[src/rtl/md5core_input_loader_pkg.sv]
// Shared constants for the MD5 core input loader: block-op encoding, block size,
// ready-mask slot ordering and descriptor-length clamping.
package md5core_input_loader_pkg;

  localparam int BLK_OP_MSB   = 3;
  localparam int BLK_OP_WIDTH = BLK_OP_MSB + 1;

  localparam logic [BLK_OP_MSB:0] BLK_OP_FIRST = 4'd0;
  localparam logic [BLK_OP_MSB:0] BLK_OP_MID   = 4'd1;
  localparam logic [BLK_OP_MSB:0] BLK_OP_LAST  = 4'd2;
  localparam logic [BLK_OP_MSB:0] BLK_OP_ONLY  = 4'd3;

  localparam int             MAX_WORDS = 16;
  localparam int             LEN_W     = 5;
  localparam logic [LEN_W-1:0] MAX_LEN = 5'd16;
  localparam logic [3:0]     LAST_ADDR = 4'd15;

  typedef enum logic {S_IDLE, S_LOAD} ld_state_t;

  // Core ready mask is indexed {ctx,seq}
  function automatic logic [1:0] slot_idx(input logic ctx, input logic seq);
    return {ctx, seq};
  endfunction

  function automatic logic [LEN_W-1:0] clamp_len(input logic [LEN_W-1:0] len);
    return (len > MAX_LEN) ? MAX_LEN : len;
  endfunction

endpackage

[src/rtl/md5core_input_loader.sv]
// Feeds one 16-word block into a ready slot of the MD5 core input buffer,
// zero-padding past the supplied word count and flagging the slot on the last write.
module md5core_input_loader #(
  parameter int BLK_OP_W = md5core_input_loader_pkg::BLK_OP_WIDTH
) (
  input  logic                CLK,
  input  logic                rst_n,
  input  logic                desc_valid,
  input  logic                desc_ctx,
  input  logic                desc_seq,
  input  logic [BLK_OP_W-1:0] desc_blk_op,
  input  logic [4:0]          desc_len,
  output logic                desc_rd,
  input  logic [31:0]         src_data,
  input  logic                src_valid,
  output logic                src_rd,
  input  logic [3:0]          core_ready,
  output logic                wr_en,
  output logic [31:0]         din,
  output logic [3:0]          wr_addr,
  output logic [BLK_OP_W-1:0] input_blk_op,
  output logic                input_ctx,
  output logic                input_seq,
  output logic                set_input_ready,
  output logic                busy
);
  import md5core_input_loader_pkg::*;

  ld_state_t        state, state_nxt;
  logic [3:0]       cnt;
  logic [LEN_W-1:0] len_q;
  logic             in_data;
  logic             wr_nxt;
  logic [31:0]      din_nxt;

  assign in_data = ({1'b0, cnt} < len_q);
  assign busy    = (state != S_IDLE);

  always_comb begin
    state_nxt = state;
    desc_rd   = 1'b0;
    src_rd    = 1'b0;
    wr_nxt    = 1'b0;
    din_nxt   = '0;
    unique case (state)
      S_IDLE: begin
        if (desc_valid && core_ready[slot_idx(desc_ctx, desc_seq)]) begin
          desc_rd   = 1'b1;
          state_nxt = S_LOAD;
        end
      end
      S_LOAD: begin
        // Past the supplied count the word is padding and needs no source data
        if (!in_data) begin
          wr_nxt = 1'b1;
        end else if (src_valid) begin
          src_rd  = 1'b1;
          wr_nxt  = 1'b1;
          din_nxt = src_data;
        end
        if (wr_nxt && (cnt == LAST_ADDR)) state_nxt = S_IDLE;
      end
      default: state_nxt = S_IDLE;
    endcase
  end

  always_ff @(posedge CLK) begin
    if (!rst_n) begin
      state           <= S_IDLE;
      cnt             <= '0;
      len_q           <= '0;
      wr_en           <= 1'b0;
      din             <= '0;
      wr_addr         <= '0;
      set_input_ready <= 1'b0;
      input_ctx       <= 1'b0;
      input_seq       <= 1'b0;
      input_blk_op    <= '0;
    end else begin
      state           <= state_nxt;
      wr_en           <= wr_nxt;
      din             <= din_nxt;
      set_input_ready <= wr_nxt && (cnt == LAST_ADDR);
      if (wr_nxt) begin
        wr_addr <= cnt;
        cnt     <= cnt + 4'd1;
      end
      if (desc_rd) begin
        input_ctx    <= desc_ctx;
        input_seq    <= desc_seq;
        input_blk_op <= desc_blk_op;
        len_q        <= clamp_len(desc_len);
        cnt          <= '0;
      end
    end
  end

endmodule

[config.mk]
export PLATFORM = sky130hd
export DESIGN_NAME = md5core_input_loader
export DESIGN_NICKNAME = d
export VERILOG_FILES = /design/src/rtl/md5core_input_loader_pkg.sv /design/src/rtl/md5core_input_loader.sv
export SDC_FILE = /design/constraint.sdc
export NUM_CORES = 1
export LEC_CHECK = 0
export CAP_MARGIN = 30
export CORE_UTILIZATION = 35
export CTS_CLUSTER_SIZE = 30
export DETAILED_ROUTE_END_ITERATION = 6
export PLACE_DENSITY = 0.75
export SYNTH_ARGS = -nofsm -noshare
export SYNTH_HDL_FRONTEND = slang
export SYNTH_SLANG_ARGS = --single-unit
export TNS_END_PERCENT = 100
[constraint.sdc]
create_clock -name CLK -period 1.7 [get_ports CLK]
set_input_delay 0.34 -clock CLK [delete_from_list [all_inputs] [get_ports CLK]]
set_output_delay 0.34 -clock CLK [all_outputs]
set_load 0.02 [all_outputs]
Fig. 1: run 1, power grid
The bar under the picture is 20 um long. Pins as bars on the die edge. Tap cells in grey.
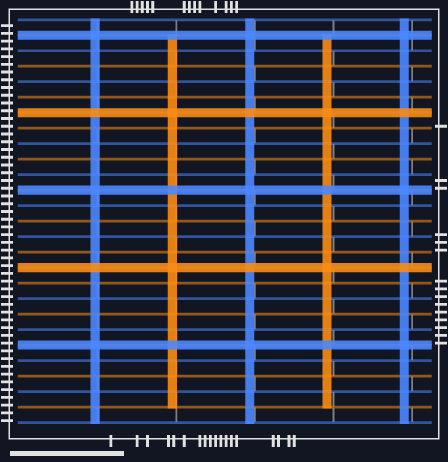
orange -> VDD
blue -> VSS
met5 straps = 5
met1 rails = 27
rows = 26
met4 straps = 5
signal pins = 98
die width: 75.2 um
maximum VDD drop: 443 uV
Die Y: 75.2 um
core box area: 0.00514 mm2

Fig. 2: run 1, cell classes on the final placement
The bar under the picture is 20 um long.
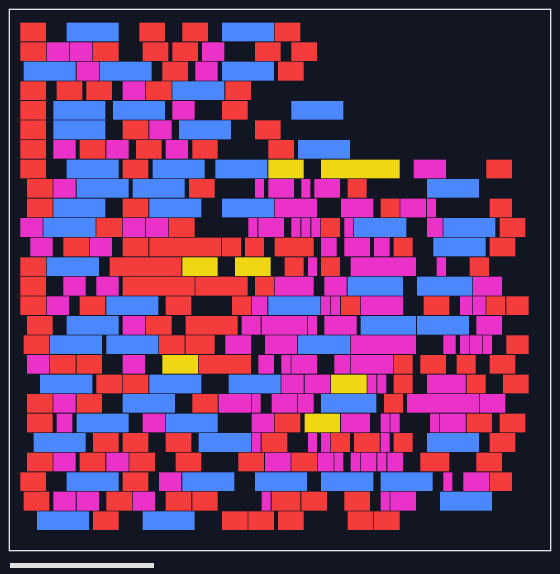
magenta -> remaining logic cells  # cells 113, share of their area 27%
red -> remaining buffers and delay cells  # cells 125, share of their area 38%
blue -> registers  # cells 54, share of their area 32%
yellow -> clock drivers and dummy loads  # cells 7, share of their area 3.3%
flop share of the area: 31.1%
row cnt: 26

==> Slide: Implementation Results, run 1 <==
Flow Results at a Glance

Layout
  • Biggest regs: din: 32 flops, len_q: 5 flops
  • Most common logic cell in the routed design: clkdlybuf4s50_1
  • Most flop-heavy register: din
  • Max reg flops: 32
  • Ant. Diodes: 0

Power
  • Top power group: sequential cells
  • Internal: 2.03 mW
  • Power per cell area: 746 mW/mm2

Yosys
  • Synth Area in XOR/XNOR: less than 1%
  • Asr flop ratio synth: 0%
  • EDFF count, synth: 0
  • Mux frac, synth: under 10%
  • Main logic family after synthesis: simple AND/OR/NAND/NOR gates
  • Area figure in the yosys stat output: 0.00187 mm2
  • Mapped Cells: 174
  • Yosys cell types: 30
  • And+or+nand+nor area frac: 20.0%
  • Top_reg_cell synth: dfxtp_1
  • Cell taking the most area after synthesis: dfxtp_1
  • Synthesized Nets: 229
  • Yosys cell count: between 150 and 200
  • FF+latch count, synth: 54

Die
  • Fp util: a little over a third

Worst setup path
  • Crit. End Element: output pin
  • Setup slack, reg-to-reg: -0.19 ns
  • Largest stage delay, worst path: 0.33 ns
  • Reg2Reg Launch Point: len_q[2]
  • R2R depth: 10
  • CP Buf/Inv Count: 2
  • Crit path kind: reg -> out
  • Crit Reg-Reg Endpoint: din[19]
  • CP startpoint: len_q[2]

Drt
  • ANT nets after route: 0
  • DRC violations left: 0
  • Drt wl/cell: 13.1 um
  • Vias per cell: 4.43

Global route
  • Vias in the first global route: approximately 1700

Worst hold path
  • Worst Hold Launch: input_seq

Place
  • Placement Setup Slack: -0.671 ns
  • GPL Wtd Cong: 0.808
  • DP Area: 0.00304 mm2

Final timing
  • Worst slew pin tran: between 0.2 and 0.3 ns
  • Final setup violation count: 45
  • Slew Limit Fails: 0
  • Post-route setup slack: -0.256 ns
  • Worst hold slack: 0.488 ns

Outcome
  • Status: complete, but fails checks
  • Violated checks: setup timing
Fig. 3: run 1, routed clock nets over the placement
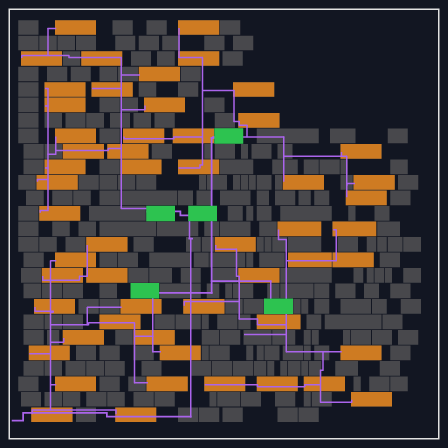
purple -> clock wires  # length 603 um
orange -> flip-flops  # count 54
green -> clock-net drivers  # count 5
flops lie = spread over the die
routed clock nets = 6
Late-Pin Clk Latency: 0.30 ns
clock power share: 33.3%
clock network power: 0.869 mW
Clock Skews: 0.00961 ns

==> run 1: area by class of cell <==
| type | count | area (um2) |
|---|---|---|
| fillers | 412 | 1640 |
| inverters | 7 | 26.3 |
| clock buffers | 6 | 82.6 |
| flip-flops and latches | 54 | 1090 |
| well taps | 70 | 87.6 |
| repair buffers | 125 | 1290 |
| multi-input cells | 106 | 897 |
| clock inverters | 1 | 30.0 |
==> run 1: routing by layer <==
| metal | track usage [%] | share of wire, % | vias up |
|---|---|---|---|
| met5 | 0 | 0 | - |
| met2 | 32.2 | 50 | 77 |
| met1 | 18.8 | 37 | 732 |
| li1 | - | - | 816 |
| met4 | 6.79 | 1.7 | 0 |
| met3 | 9.10 | 12 | 8 |
==> inputs of run 2 (changes only) <==
--- a/config.mk
+++ b/config.mk
@@ -6,6 +6,7 @@
 export NUM_CORES = 1
 export LEC_CHECK = 0
 export CAP_MARGIN = 30
+export CORE_MARGIN = 2
 export CORE_UTILIZATION = 35
 export CTS_CLUSTER_SIZE = 30
 export DETAILED_ROUTE_END_ITERATION = 6
Fig. 4: run 2, cell classes on the final placement
The bar under the picture is 20 um long.
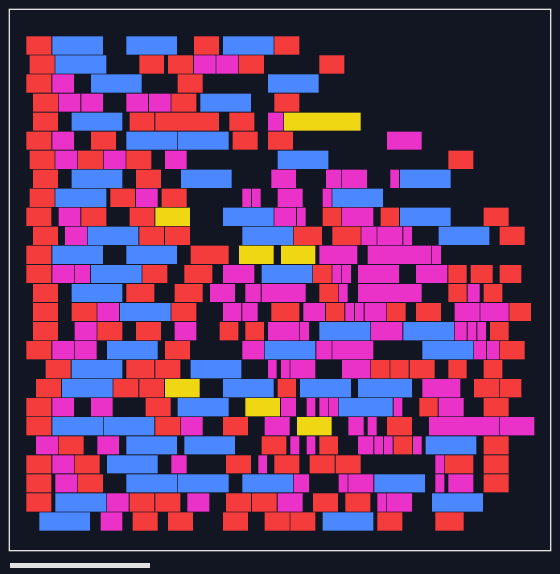
red -> remaining buffers and delay cells  # cells 126, share of their area 37%
yellow -> clock drivers and dummy loads  # cells 7, share of their area 3.4%
blue -> registers  # cells 54, share of their area 32%
magenta -> remaining logic cells  # cells 113, share of their area 27%
flop share of the area: 31.5%
Final Core Density: 67.0%
final standard cell area without fillers: 0.00344 mm2

Fig. 5: run 2, routed clock nets over the placement
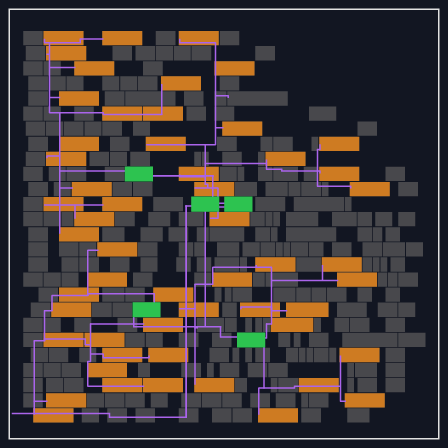
purple -> clock wires  # length 589 um
orange -> flip-flops  # count 54
green -> clock-net drivers  # count 5
flops lie = spread over the die
Late-Pin Clk Latency: 0.29 ns
Clock Skews: 0.00426 ns
clock power share: 33.2%
clock network power: 0.859 mW

Fig. 6: run 2, metal layers overlaid
The bar under the picture is 20 um long. Two of the layers only.
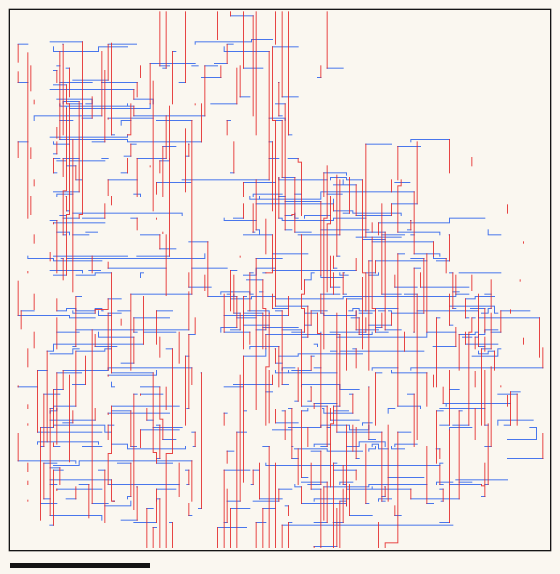
blue -> M1  # wire length 1740 um
red -> M2  # wire length 2290 um
All-Layer GR Usage: 15.6%
drt wl/cell: 12.7 um

==> run 2 against run 1 <==
The run still ends with setup timing left. Die size rose by 5.4%. Highest routed layer unchanged. Clock-buffer cell count did not move. Register-to-register slack improved by 0.07 ns. Sequential share of layout area rose by 0.42 points. Largest power group unchanged. Hold slack improved by 0.0059 ns. Cell count rose by 0.27%. Sequential power barely moved. Synthesized area did not move.
==> Slide: Implementation Results, run 2 <==
Flow Results at a Glance

Outcome
  • Status: complete, but fails checks (unchanged)
  • Violated checks: setup timing (unchanged)

Final timing
  • Slew Limit Fails: 0 (unchanged)
  • Post-route setup slack: -0.208 ns (was -0.256 ns)
  • Final setup violation count: 42 (was 45)

Yosys
  • FF+latch count, synth: 54 (unchanged)
  • EDFF count, synth: 0 (unchanged)
  • Yosys cell types: 30 (unchanged)
  • Area figure in the yosys stat output: 0.00187 mm2 (unchanged)
  • Synthesized Nets: 229 (unchanged)
  • Asr flop ratio synth: 0% (unchanged)
  • Cell taking the most area after synthesis: dfxtp_1 (unchanged)
  • Yosys cell count: 174 (unchanged)
  • Mapped Cells: 174 (unchanged)

Power
  • Internal: 2.03 mW (about the same)
  • Power per cell area: 753 mW/mm2 (was 746 mW/mm2)
  • Maximum VDD drop: 506 uV (was 443 uV)

Place
  • Placement Setup Slack: -0.644 ns (was -0.671 ns)
  • GPL Wtd Cong: 0.746 (was 0.808)

Layout
  • Filler cell count: 413 (was 412)
  • Ant. Diodes: 0 (unchanged)
  • Most flop-heavy register: din (unchanged)

Global route
  • GR peak layer: met2 (unchanged)
  • GR met1 Demand/Resource: 15.8% (was 18.8%)

Drt
  • Vias per cell: 4.42 (was 4.43)
  • Metal2 WL: 2.29 mm (was 2.39 mm)
  • DRC violations left: 0 (unchanged)
  • Met3 wire len: 614 um (was 579 um)

Worst setup path
  • Crit. End Element: output pin (unchanged)
  • R2R depth: 9 (was 10)
  • Crit path kind: reg -> out (unchanged)

Die
  • Fp util: 36.4% (unchanged)
==> run 2: worst paths after layout <==
path / from / to
min: input_seq / input_seq
min reg2reg: input_seq / input_seq
max: len_q[2] / src_rd
max reg2reg: len_q[2] / cnt[3]
==> run 2: critical path: stages, from the launching register on <==
cell,delay [ns]
dfxtp_2,0.33
inv_2,0.05
ha_4,0.25
a21oi_4,0.14
o21ai_4,0.08
a21oi_2,0.14
o211a_1,0.16
buf_6,0.12
==> run 2: area by class of cell <==
type	count	share of cell area, %
clock buffers	6	2.40
clock inverters	1	0.872
inverters	7	0.763
multi-input cells	106	26.0
flip-flops and latches	54	31.5
well taps	70	2.54
repair buffers	126	36.0
==> run 2: repair_timing <==
action,in CTS,in global routing
setup buffers,2,2
setup endpoints to repair,45,42
pin swaps,9,37
gates cloned,0,3
hold buffers,0,0
gates resized,38,41
Power figures rest on the tool's default switching activity, not on a simulated workload.
